Figure 1. Clock nets (run 1).
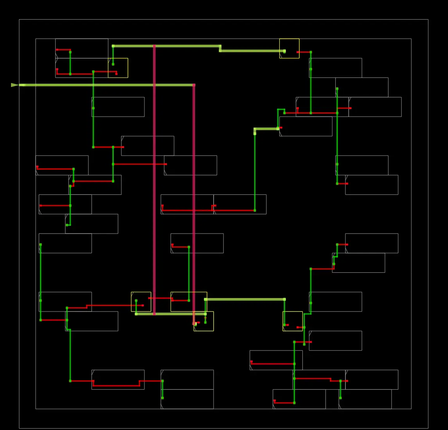
Figure 2. Pin placement (run 1).
Pins as bars across the die edge, other pins in grey.
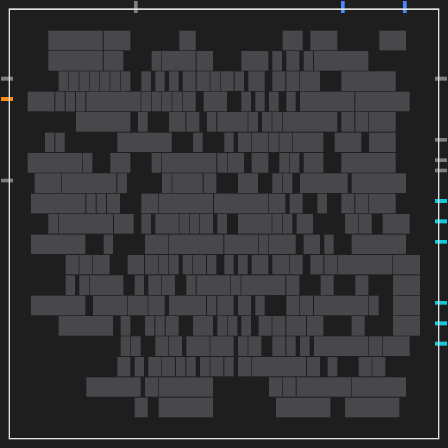
Figure 3. Clock distribution (run 1).
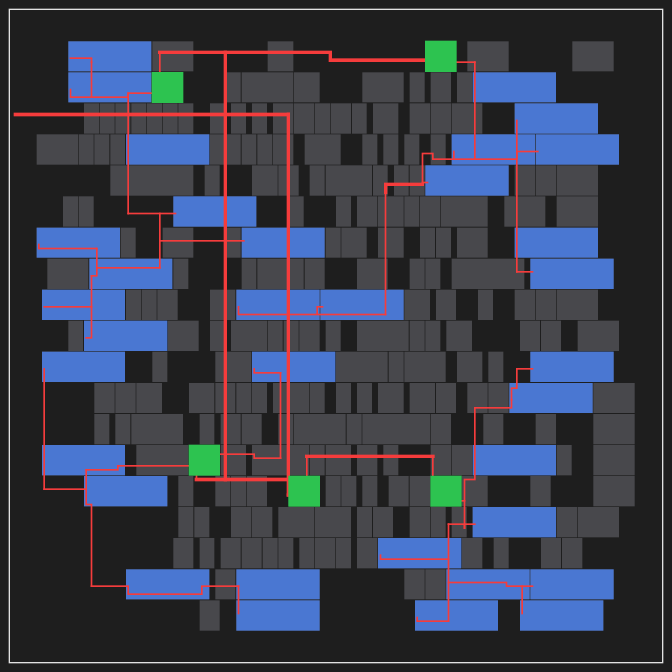
[src/rtl/div_pkg.sv]
// Shared types and helpers for the divider-ratio detector.
//   NUM_SEL      : number of legal divider selects (/2, /4, /8, /16)
//   err_code_e   : error classification reported alongside err
//   state_e      : measurement FSM states
//   exp_period() : expected period in clk cycles for a given select
package div_pkg;

    localparam int unsigned NUM_SEL = 4;
    localparam int unsigned SEL_W   = 2;

    typedef enum logic [1:0] {
        ERR_NONE       = 2'd0,
        ERR_BAD_PERIOD = 2'd1,
        ERR_BAD_DUTY   = 2'd2,
        ERR_TIMEOUT    = 2'd3
    } err_code_e;

    typedef enum logic {
        IDLE    = 1'b0,
        MEASURE = 1'b1
    } state_e;

    // Period produced by divider select sel: 2 << sel.
    function automatic int unsigned exp_period(input logic [SEL_W-1:0] sel);
        return 32'd2 << sel;
    endfunction

endpackage

[src/rtl/div_ratio_detect_if.sv]
// Bus between the divided waveform source and the ratio detector.
//   sig_in     : divided waveform under test (source -> detector)
//   sel_out    : recovered divider select
//   period_out : last measured period in clk cycles
//   meas_valid : one-cycle pulse when period_out/sel_out update
//   locked     : stable-select lock level
//   err        : one-cycle error pulse
//   err_code   : classification of the last error, cleared by a good measurement
// master = waveform source / observer, slave = detector.
interface div_ratio_detect_if
    import div_pkg::*;
#(
    parameter int unsigned CNT_W = 6
);

    logic             sig_in;
    logic [SEL_W-1:0] sel_out;
    logic [CNT_W-1:0] period_out;
    logic             meas_valid;
    logic             locked;
    logic             err;
    err_code_e        err_code;

    modport master (
        output sig_in,
        input  sel_out,
        input  period_out,
        input  meas_valid,
        input  locked,
        input  err,
        input  err_code
    );

    modport slave (
        input  sig_in,
        output sel_out,
        output period_out,
        output meas_valid,
        output locked,
        output err,
        output err_code
    );

endinterface

[src/rtl/sync_edge.sv]
// Synchronizer plus edge detector for an asynchronous square wave.
//   clk, rst : clock and synchronous active-high reset
//   din      : raw asynchronous input
//   s        : synchronized level (last synchronizer flop)
//   rise     : s went 0 -> 1 this cycle (combinational from s and its delay)
//   fall     : s went 1 -> 0 this cycle (combinational from s and its delay)
module sync_edge #(
    parameter int unsigned SYNC_STAGES = 2
) (
    input  logic clk,
    input  logic rst,
    input  logic din,
    output logic s,
    output logic rise,
    output logic fall
);

    logic [SYNC_STAGES-1:0] sync;
    logic                   s_d;

    // Synchronizer chain followed by one delay flop for edge detection.
    always_ff @(posedge clk) begin
        if (rst) begin
            sync <= '0;
            s_d  <= 1'b0;
        end else begin
            sync[0] <= din;
            for (int i = 1; i < int'(SYNC_STAGES); i++) begin
                sync[i] <= sync[i-1];
            end
            s_d <= sync[SYNC_STAGES-1];
        end
    end

    assign s    = sync[SYNC_STAGES-1];
    assign rise = s & ~s_d;
    assign fall = ~s & s_d;

endmodule

[src/rtl/div_ratio_detect.sv]
// Receive end of the power-of-two clock divider: measures period and high
// time of a divided square wave, recovers the divider select, and reports
// lock, malformed waveforms and loss of signal.
//   clk, rst : clock and synchronous active-high reset
//   bus      : slave side of div_ratio_detect_if (sig_in in, results out)
module div_ratio_detect
    import div_pkg::*;
#(
    parameter int unsigned SYNC_STAGES = 2,
    parameter int unsigned CNT_W       = 6,
    parameter int unsigned TIMEOUT     = 40,
    parameter int unsigned LOCK_CNT    = 4
) (
    input logic              clk,
    input logic              rst,
    div_ratio_detect_if.slave bus
);

    localparam int unsigned MATCH_W = 4;

    logic s;
    logic rise;
    logic fall;

    sync_edge #(
        .SYNC_STAGES (SYNC_STAGES)
    ) u_sync_edge (
        .clk  (clk),
        .rst  (rst),
        .din  (bus.sig_in),
        .s    (s),
        .rise (rise),
        .fall (fall)
    );

    state_e             state;
    logic [CNT_W-1:0]   per_cnt;
    logic [CNT_W-1:0]   hi_cnt;
    logic               hi_run;
    logic [MATCH_W-1:0] match;

    logic               p_legal;
    logic [SEL_W-1:0]   p_sel;
    logic               duty_ok;
    logic [MATCH_W-1:0] match_inc;

    // Classify the period currently held in per_cnt/hi_cnt.
    always_comb begin
        p_legal = 1'b0;
        p_sel   = '0;
        for (int i = 0; i < int'(NUM_SEL); i++) begin
            if (per_cnt == CNT_W'(exp_period(SEL_W'(i)))) begin
                p_legal = 1'b1;
                p_sel   = SEL_W'(i);
            end
        end
        duty_ok = (hi_cnt == (per_cnt >> 1));
    end

    // A previous non-good result always leaves match at 0, so comparing with
    // sel_out is equivalent to comparing with the previous good select.
    always_comb begin
        if (p_sel == bus.sel_out) begin
            match_inc = (match >= MATCH_W'(LOCK_CNT)) ? MATCH_W'(LOCK_CNT)
                                                      : match + MATCH_W'(1);
        end else begin
            match_inc = MATCH_W'(1);
        end
    end

    // Measurement FSM with registered results.
    always_ff @(posedge clk) begin
        if (rst) begin
            state          <= IDLE;
            per_cnt        <= '0;
            hi_cnt         <= '0;
            hi_run         <= 1'b0;
            match          <= '0;
            bus.sel_out    <= '0;
            bus.period_out <= '0;
            bus.meas_valid <= 1'b0;
            bus.locked     <= 1'b0;
            bus.err        <= 1'b0;
            bus.err_code   <= ERR_NONE;
        end else begin
            bus.meas_valid <= 1'b0;
            bus.err        <= 1'b0;
            case (state)
                IDLE: begin
                    if (rise) begin
                        per_cnt <= CNT_W'(1);
                        hi_cnt  <= CNT_W'(1);
                        hi_run  <= 1'b1;
                        state   <= MEASURE;
                    end
                end
                MEASURE: begin
                    if (rise) begin
                        per_cnt        <= CNT_W'(1);
                        hi_cnt         <= CNT_W'(1);
                        hi_run         <= 1'b1;
                        bus.period_out <= per_cnt;
                        bus.meas_valid <= 1'b1;
                        if (p_legal) begin
                            bus.sel_out <= p_sel;
                            if (duty_ok) begin
                                bus.err_code <= ERR_NONE;
                                match        <= match_inc;
                                bus.locked   <= (match_inc >= MATCH_W'(LOCK_CNT));
                            end else begin
                                bus.err      <= 1'b1;
                                bus.err_code <= ERR_BAD_DUTY;
                                match        <= '0;
                                bus.locked   <= 1'b0;
                            end
                        end else begin
                            bus.err      <= 1'b1;
                            bus.err_code <= ERR_BAD_PERIOD;
                            match        <= '0;
                            bus.locked   <= 1'b0;
                        end
                    end else if (per_cnt == CNT_W'(TIMEOUT)) begin
                        // Loss of signal; stuck high or low both land here.
                        bus.err      <= 1'b1;
                        bus.err_code <= ERR_TIMEOUT;
                        match        <= '0;
                        bus.locked   <= 1'b0;
                        state        <= IDLE;
                    end else begin
                        per_cnt <= per_cnt + CNT_W'(1);
                        // High time counts only the first high phase after rise.
                        if (fall) begin
                            hi_run <= 1'b0;
                        end else if (hi_run && s) begin
                            hi_cnt <= hi_cnt + CNT_W'(1);
                        end
                    end
                end
                default: state <= IDLE;
            endcase
        end
    end

endmodule

[src/flat_wrapper.sv]
// flat-port wrapper written by rule: the top's interface ports become plain ports
module div_ratio_detect_flat import div_pkg::*;
#(
    parameter int unsigned SYNC_STAGES = 2,
    parameter int unsigned CNT_W       = 6,
    parameter int unsigned TIMEOUT     = 40,
    parameter int unsigned LOCK_CNT    = 4
)
  (clk, rst, bus_sig_in, bus_sel_out, bus_period_out, bus_meas_valid, bus_locked, bus_err, bus_err_code);
  div_ratio_detect_if #(.CNT_W(CNT_W)) bus_i ();
  input logic clk;
  input logic rst;
  input wire logic [$bits(bus_i.sig_in)-1:0] bus_sig_in;
  output wire logic [$bits(bus_i.sel_out)-1:0] bus_sel_out;
  output wire logic [$bits(bus_i.period_out)-1:0] bus_period_out;
  output wire logic [$bits(bus_i.meas_valid)-1:0] bus_meas_valid;
  output wire logic [$bits(bus_i.locked)-1:0] bus_locked;
  output wire logic [$bits(bus_i.err)-1:0] bus_err;
  output wire logic [$bits(bus_i.err_code)-1:0] bus_err_code;
  assign bus_i.sig_in = bus_sig_in;
  assign bus_sel_out = bus_i.sel_out;
  assign bus_period_out = bus_i.period_out;
  assign bus_meas_valid = bus_i.meas_valid;
  assign bus_locked = bus_i.locked;
  assign bus_err = bus_i.err;
  assign bus_err_code = bus_i.err_code;
  div_ratio_detect #(.SYNC_STAGES(SYNC_STAGES), .CNT_W(CNT_W), .TIMEOUT(TIMEOUT), .LOCK_CNT(LOCK_CNT)) u_core (.clk(clk), .rst(rst), .bus(bus_i));
endmodule
[config.mk]
export PLATFORM = sky130hd
export DESIGN_NAME = div_ratio_detect_flat
export DESIGN_NICKNAME = d
export VERILOG_FILES = /design/src/rtl/div_pkg.sv /design/src/rtl/div_ratio_detect_if.sv /design/src/rtl/sync_edge.sv /design/src/rtl/div_ratio_detect.sv /design/src/flat_wrapper.sv
export SDC_FILE = /design/constraint.sdc
export NUM_CORES = 1
export LEC_CHECK = 0
export ABC_AREA = 1
export CAP_MARGIN = 10
export CORE_MARGIN = 2
export CORE_UTILIZATION = 60
export CTS_CLUSTER_SIZE = 8
export DETAILED_ROUTE_END_ITERATION = 10
export PLACE_DENSITY_LB_ADDON = 0.12
export SETUP_SLACK_MARGIN = 0.02
export SYNTH_ARGS = -nofsm -noshare
export SYNTH_HDL_FRONTEND = slang
export SYNTH_SLANG_ARGS = --single-unit
[constraint.sdc]
create_clock -name clk -period 2.4 [get_ports clk]
set_input_delay 0.24 -clock clk [delete_from_list [all_inputs] [get_ports clk]]
set_output_delay 0.24 -clock clk [all_outputs]
set_load 0.005 [all_outputs]
==> results_slide.txt, run 1 <==
Key Metrics from the Run

Route
  – Met1 routed wirelength after detailed routing: 1476 µm
  – Number of design rule violations left after detail routing: 0
  – Number of nets with antenna violations after routing: 0
  – Initial DRT Pass Iterations: 4
  – Routed length on met3: 233 µm
  – Met2 WL post-DR: 1542 µm
  – Uppermost signal routing layer after detailed routing: met4
  – Final wirelength: 3364 µm
  – Via Count: 1504
  – Wire length per cell: 12.32 µm
  – Vias per inst: 5.509
  – Count of routing violations after the opening detailed-route iteration: 59

Power
  – Maximum ir drop on the vdd rail: 0.0005884 V
  – Net switching power: 226.9 µW
  – Group with the largest share of power: registers
  – Share of power burned in registers: 0.610
  – Power Combinational: 66.4 µW
  – Cell Int Power: 728.3 µW
  – Leakage: 0.0007397 µW
  – Pwr per Cell Area: 499.6 nW/µm²
  – Switching Fraction: 0.2376
  – Logic gate share of total power: 0.070
  – Total power of the final layout: 955.2 µW
  – Power consumed by sequential cells: 582 µW

Yosys
  – Most common library cells after synthesis: sky130_fd_sc_hd__dfxtp_1, sky130_fd_sc_hd__nand2_1, sky130_fd_sc_hd__nor2_1
  – Post-synth cell types: 35
  – Compound Share, Synth: 0.1590
  – YS warnings: 0
  – Post-Synth XOR/XNOR Area: 0.01553
  – Synthesized area: 1692 µm²
  – Syn_area_per_cell: 7.518 µm²
  – Fa+ha+maj area frac: 0.03698
  – Synth area leaders: sky130_fd_sc_hd__dfxtp_1, sky130_fd_sc_hd__nand2_1, sky130_fd_sc_hd__a21oi_1
  – Gate count of the mapped netlist: 225
  – Syn nets: 233
  – Post-synth mux share: 0
  – Fraction of the yosys area taken by sequential cells: 0.4024
  – Simple share: 0.2907
  – Top cell type's share of synthesized area: 0.4024
  – Asr flop ratio synth: 0
  – Largest area contributor in the netlist: sky130_fd_sc_hd__dfxtp_1
  – Number of enable-type register cells in the synthesized netlist: 0
  – Most frequently used cell type in the post-synthesis netlist: sky130_fd_sc_hd__dfxtp_1
  – Commonest flop: sky130_fd_sc_hd__dfxtp_1
  – Area figure in the yosys stat output: 1692 µm²
  – Dominant combinational family: simple AND/OR/NAND/NOR gates
  – Count of state elements after synthesis: 34
  – Cell count in the Yosys report: 225

Final layout
  – Multi-input combinational cell count: 151
  – Non-clock buffer count in the final layout: 16
  – Ratio of cells with drive above 1 in the final layout: 0.1612
  – Area occupied by registers: 680.7 µm²
  – Most common logic cell in the routed design: sky130_fd_sc_hd__dfxtp_1
  – Area growth, synth to finish: 13.02%
  – Dominant kind of cell by area: logic gates
  – Multi-input gate share of the layout cell area: 0.4444
  – Net count reported at finish: 251
  – Filler Cell Count: 231
  – Antenna cells: 0
  – Fraction of standard cell area that is sequential: 0.3560
  – Largest registers in the final layout: u_core.bus.period_out (6), u_core.hi_cnt (6), u_core.per_cnt (6)
  – Count of placed standard cells in the final layout, fillers left out: 273
  – Top Layout Cells: sky130_fd_sc_hd__dfxtp_1, sky130_fd_sc_hd__nand2_1, sky130_fd_sc_hd__nor2_1, sky130_fd_sc_hd__inv_1, sky130_fd_sc_hd__a21oi_1
  – Post-layout instance area: 1912 µm²
  – Utilization of the core after routing: 0.7054
  – Non-clock inverter count in the final layout: 35
  – Total number of sequential cells: 34
  – MI comb area: 849.6 µm²
  – Clock Network Area Fraction: 0.02683
  – Non-clock buffer area fraction after layout: 0.08246

Clock network
  – Hold-fix buffer count after cts: 0
  – CTS tree: done
  – Max Buffers Root-to-Sink: 2
  – Cell at the root of the clock tree: sky130_fd_sc_hd__clkbuf_4
  – Post CTS Setup Buffer Count: 0
  – Resized Gates After CTS: 0
  – Clock-pin slew on the worst setup and hold paths: 100 ps
  – Number of levels in the clock H-tree: 2

Final timing
  – Setup ws final: 618.1 ps
  – Slew headroom: 0.7192
  – Final sum of negative setup slack: 0 ps
  – Number of setup violations in the final report: 0
  – Actual transition at the worst max-transition pin: 420.7 ps
  – Setup repair after global routing missed its margin: no
  – Final worst path period need: 1782 ps
  – Final worst hold slack: 412.1 ps
  – Final Hold Vio Count: 0
  – Share of the cycle needed by the critical path after routing: 0.7425
  – Max Fclk: 561.2 MHz
  – Number of slew-limit violations in the final report: 0

Global routing
  – Global-route wire length before repair: 5740 µm
  – Pin count of the biggest net entering global routing: 15
  – Busiest metal layer after global routing: met2
  – Met3 Resource Use GR: 0.07937
  – Met2 global-route usage: 0.3612
  – Remaining global-route overflow: 0
  – Number of global-route vias before repair: 1368
  – Initial antenna violation count: 0
  – Met1 Track Usage GR: 0.2765
  – Global routing usage summed across all routing layers: 0.2315

Job
  – Max-cap violations: 0
  – Total number of warnings across the stage logs: 28

Die
  – Starting Density: 0.6242
  – Number of placement rows: 19
  – Floorplan core area: 2710 µm²
  – Top-level port count: 16
  – Chip Footprint: 3260 µm²
  – # Taps: 31

Placement
  – Weighted congestion reported at the end of routability-driven placement: 0.9192
  – Cell Area, Placed: 1861 µm²
  – Placed cells: 267
  – Setup Slack @ Placement: 665.4 ps
  – HPWL reported at the end of detailed placement: 2572 µm

Setup path
  – Critical Path Max Stage Delay: 370 ps
  – Library cell contributing the largest single delay on the critical path: sky130_fd_sc_hd__dfxtp_1
  – Critical path's most frequent cell: sky130_fd_sc_hd__nor2_1
  – Type of element launching the critical path: register
  – Cell-by-cell trace of the critical path: inv_1, ha_1, nand2_1, nor2_1, nand4_1, nand2_4, nand3_1, nor2_2, nor2_1, nor2_1
  – WP buf/inv: 1
  – Required time at the endpoint of the critical path: 2670 ps
  – CP Class: register to register
  – Worst-path maximum fanout: 7
  – Type of element capturing the critical path: register
  – Kind of cell adding the most delay to the critical path: simple AND/OR/NAND/NOR gates
  – Arrival time worst endpoint: 2060 ps

Hold path
  – Type of the worst min-delay path: register to register

Status
  – Result of the run: finished clean
-- Figure 1 (at the start) --
clock buffer count from CTS: 5
layout clock buffer count: 6
clk ins delay skew pair: 330 ps
clock group total power: 306 µW
number of clock sinks: 34

-- Figure 2 (at the start) --
legend:
  bus_sel_out:
    colour: blue
    pins: 2
    direction: output
    edge: top
  bus_period_out:
    colour: cyan
    pins: 6
    direction: output
    edge: right
  bus_sig_in:
    colour: orange
    pins: 1
    direction: input
    edge: left
all pins by edge: 10 right, 3 top, 3 left
Die Y-Extent: 57.10 µm
number of I/O port buffers: 15
width of the chip: 57.10 µm

-- Figure 3 (at the start) --
legend:
  flip-flops:
    colour: blue
    count: 34
  clock wires:
    colour: red
    length: 409 µm
  clock-net drivers:
    colour: green
    count: 5
flops lie: spread over the die
routed clock nets: 6
proportion of power drawn by the clock network: 0.321
setup clock skew after layout: 8.926 ps

-- run 1: path summary, 6_finish.rpt --
check | startpoint | end | slack, ps | depth (start not counted)
max | u_core.per_cnt[1]$_SDFFE_PP0P_ | u_core.bus.locked$_SDFFE_PP0P_ | 620 | 10
min | u_core.u_sync_edge.sync[0]$_SDFF_PP0_ | u_core.u_sync_edge.sync[1]$_SDFF_PP0_ | 410 | 2
max reg2reg | u_core.per_cnt[1]$_SDFFE_PP0P_ | u_core.bus.locked$_SDFFE_PP0P_ | 620 | 10
min reg2reg | u_core.u_sync_edge.sync[0]$_SDFF_PP0_ | u_core.u_sync_edge.sync[1]$_SDFF_PP0_ | 410 | 2
==> run 2, diff against run 1 <==
--- a/config.mk
+++ b/config.mk
@@ -8,7 +8,7 @@
 export ABC_AREA = 1
 export CAP_MARGIN = 10
 export CORE_MARGIN = 2
-export CORE_UTILIZATION = 60
+export CORE_UTILIZATION = 50
 export CTS_CLUSTER_SIZE = 8
 export DETAILED_ROUTE_END_ITERATION = 10
 export PLACE_DENSITY_LB_ADDON = 0.12
==> constraint.sdc (replaced) <==
create_clock -name clk -period 1.6 [get_ports clk]
set_input_delay 0.16 -clock clk [delete_from_list [all_inputs] [get_ports clk]]
set_output_delay 0.16 -clock clk [all_outputs]
set_load 0.005 [all_outputs]
Figure 4. Clock distribution (run 2).
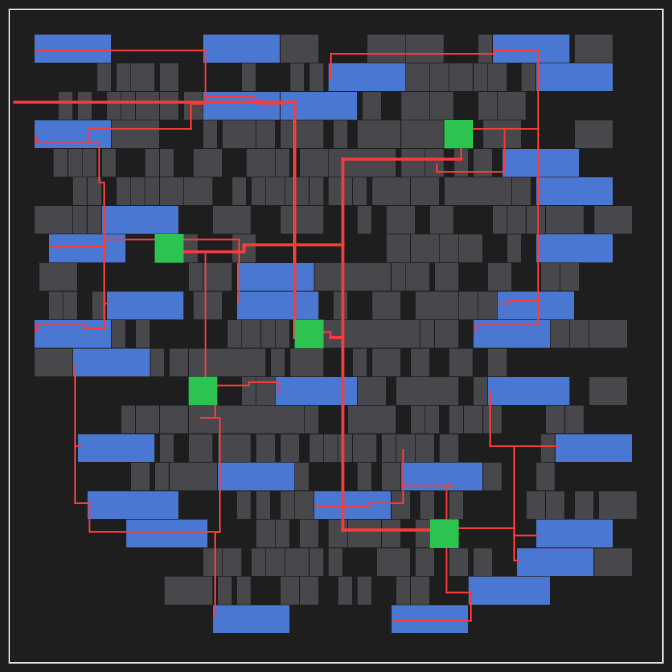
legend:
  flip-flops:
    colour: blue
    count: 34
  clock-net drivers:
    colour: green
    count: 5
  clock wires:
    colour: red
    length: 463 µm
routed clock nets: 6
flops lie: spread over the die
clk ins delay skew pair: 350 ps
proportion of power drawn by the clock network: 0.385

==> run 2 against run 1 <==
Effect of this change: sequential power up about 50%; count of clock-buffer cells in the layout shrank 1; setup slack worse by 500 ps; first-iteration DRC count rose by 20%; non-clock buffer count increased by 11; total power up 71%; global-route usage shrank 2.4 points; sequential share of layout area shrank 2.7 points; core utilization decreased by 6.6 points; fmax is 20% higher; cell count grew 10%.
==> results_slide.txt, run 2 <==
Key Metrics from the Run

Placement
  – Cell Area, Placed: 1939 µm² (was 1861 µm²)
  – Weighted congestion reported at the end of routability-driven placement: 0.8359 (was 0.9192)
  – Setup Slack @ Placement: 5.218 ps (was 665.4 ps)
  – Placed cells: 290 (was 267)
  – Number of I/O port buffers: 15 (unchanged)

Setup path
  – Arrival time worst endpoint: 1780 ps (was 2060 ps)
  – Critical path startpoint: u_core.per_cnt[1]$_SDFFE_PP0P_ (unchanged)
  – Library cell contributing the largest single delay on the critical path: sky130_fd_sc_hd__dfxtp_2 (was sky130_fd_sc_hd__dfxtp_1)
  – WP buf/inv: 1 (unchanged)
  – Type of element launching the critical path: register (unchanged)
  – CP Class: register to register (unchanged)
  – Critical Path Max Stage Delay: 340 ps (was 370 ps)
  – Worst-path maximum fanout: 4 (was 7)
  – Endpoint of the most critical setup path: u_core.bus.locked$_SDFFE_PP0P_ (unchanged)
  – Logic depth of the worst register-to-register path: 10 (unchanged)
  – Reg-to-reg slack, setup: 120 ps (was 620 ps)
  – Type of element capturing the critical path: register (unchanged)

Hold path
  – Type of the worst min-delay path: input pin to register (was register to register)
  – Hold path start: bus_sig_in (was u_core.u_sync_edge.sync[0]$_SDFF_PP0_)
  – Endpoint, Worst Hold: u_core.u_sync_edge.sync[0]$_SDFF_PP0_ (was u_core.u_sync_edge.sync[1]$_SDFF_PP0_)
  – Number of stages on the worst hold path: 3 (was 2)

Clock network
  – Cell at the root of the clock tree: sky130_fd_sc_hd__clkbuf_4 (unchanged)
  – Hold-fix buffer count after cts: 0 (unchanged)
  – Number of clock sinks: 34 (unchanged)

Global routing
  – Remaining global-route overflow: 0 (unchanged)
  – Met1 Track Usage GR: 0.2655 (was 0.2765)
  – Global routing usage summed across all routing layers: 0.2073 (was 0.2315)
  – Met3 Resource Use GR: 0.05072 (was 0.07937)
  – Pin count of the biggest net entering global routing: 15 (unchanged)
  – Initial antenna violation count: 0 (unchanged)
  – Busiest metal layer after global routing: met2 (unchanged)

Yosys
  – Count of state elements after synthesis: 34 (unchanged)
  – Syn nets: 233 (unchanged)
  – Largest area contributor in the netlist: sky130_fd_sc_hd__dfxtp_1 (unchanged)
  – Fraction of the yosys area taken by sequential cells: 0.4024 (unchanged)
  – Area figure in the yosys stat output: 1692 µm² (unchanged)
  – Synthesized area: 1692 µm² (unchanged)
  – Gate count of the mapped netlist: 225 (unchanged)

Route
  – Wire length per cell: 11.93 µm (was 12.32 µm)
  – Count of routing violations after the opening detailed-route iteration: 71 (was 59)
  – Number of design rule violations left after detail routing: 0 (unchanged)
  – Initial DRT Pass Iterations: 4 (unchanged)
  – Routed length on met3: 196 µm (was 233 µm)

Final timing
  – Max Fclk: 674.1 MHz (was 561.2 MHz)
  – Setup repair after global routing missed its margin: yes (was no)
  – Number of slew-limit violations in the final report: 0 (unchanged)
  – Setup ws final: 116.4 ps (was 618.1 ps)
  – Setup clock skew after layout: 14.32 ps (was 8.926 ps)
  – Final sum of negative setup slack: 0 ps (unchanged)
  – Slew headroom: 0.6957 (was 0.7192)
  – Actual transition at the worst max-transition pin: 455.9 ps (was 420.7 ps)
  – Number of setup violations in the final report: 0 (unchanged)

Power
  – Total power of the final layout: 1629 µW (was 955.2 µW)
  – Switching Fraction: 0.2410 (was 0.2376)
  – Power consumed by sequential cells: 872 µW (was 582 µW)
  – Share of power burned in registers: 0.535 (was 0.610)
  – Pwr per Cell Area: 775.6 nW/µm² (was 499.6 nW/µm²)
  – Logic gate share of total power: 0.080 (was 0.070)
  – Leakage: 0.0008123 µW (was 0.0007397 µW)
  – Net switching power: 392.7 µW (was 226.9 µW)
  – Group with the largest share of power: registers (unchanged)

Final layout
  – Largest registers in the final layout: u_core.bus.period_out (6), u_core.hi_cnt (6), u_core.per_cnt (6) (unchanged)
  – Utilization of the core after routing: 0.6396 (was 0.7054)
  – Antenna cells: 0 (unchanged)
  – Ratio of cells with drive above 1 in the final layout: 0.2706 (was 0.1612)

Die
  – Starting Density: 0.5150 (was 0.6242)
  – Floorplan core area: 3284 µm² (was 2710 µm²)
  – Top-level port count: 16 (unchanged)
  – Number of placement rows: 21 (was 19)
  – Die Y-Extent: 62.17 µm (was 57.10 µm)

Job
  – Max-cap violations: 0 (unchanged)
  – Total number of warnings across the stage logs: 29 (was 28)

Status
  – Result of the run: finished clean (unchanged)
## run 2: cell type report
type,instances,area (µm²)
Multi-Input combinational cell,151,899.6
Clock inverter,3,40.04
Sequential cell,34,691.9
Fill cell,302,1184
Inverter,35,133.9
Clock buffer,5,37.54
Timing Repair Buffer,27,240.2
Tap cell,46,57.56
## run 2: kinds of logic (layout without fill, tap and decap cells)
logic type / after synthesis / after routing / share of synthesized area
simple gates: 96 / 96 / 0.2907
flops: 34 / 34 / 0.4024
xor+xnor: 3 / 3 / 0.01554
fa+ha+maj: 5 / 5 / 0.03698
compound gates: 47 / 47 / 0.1590
buf+inv: 40 / 70 / 0.09541
## run 2: what timing repair did
action                     4_1_cts  5_1_grt
buffers inserted                 0        3
gates resized                    3       22
pin swaps                        0        5
setup endpoints to repair        7       14
hold endpoints to repair         0        0
Power figures rest on the tool's default switching activity, not on a simulated workload.
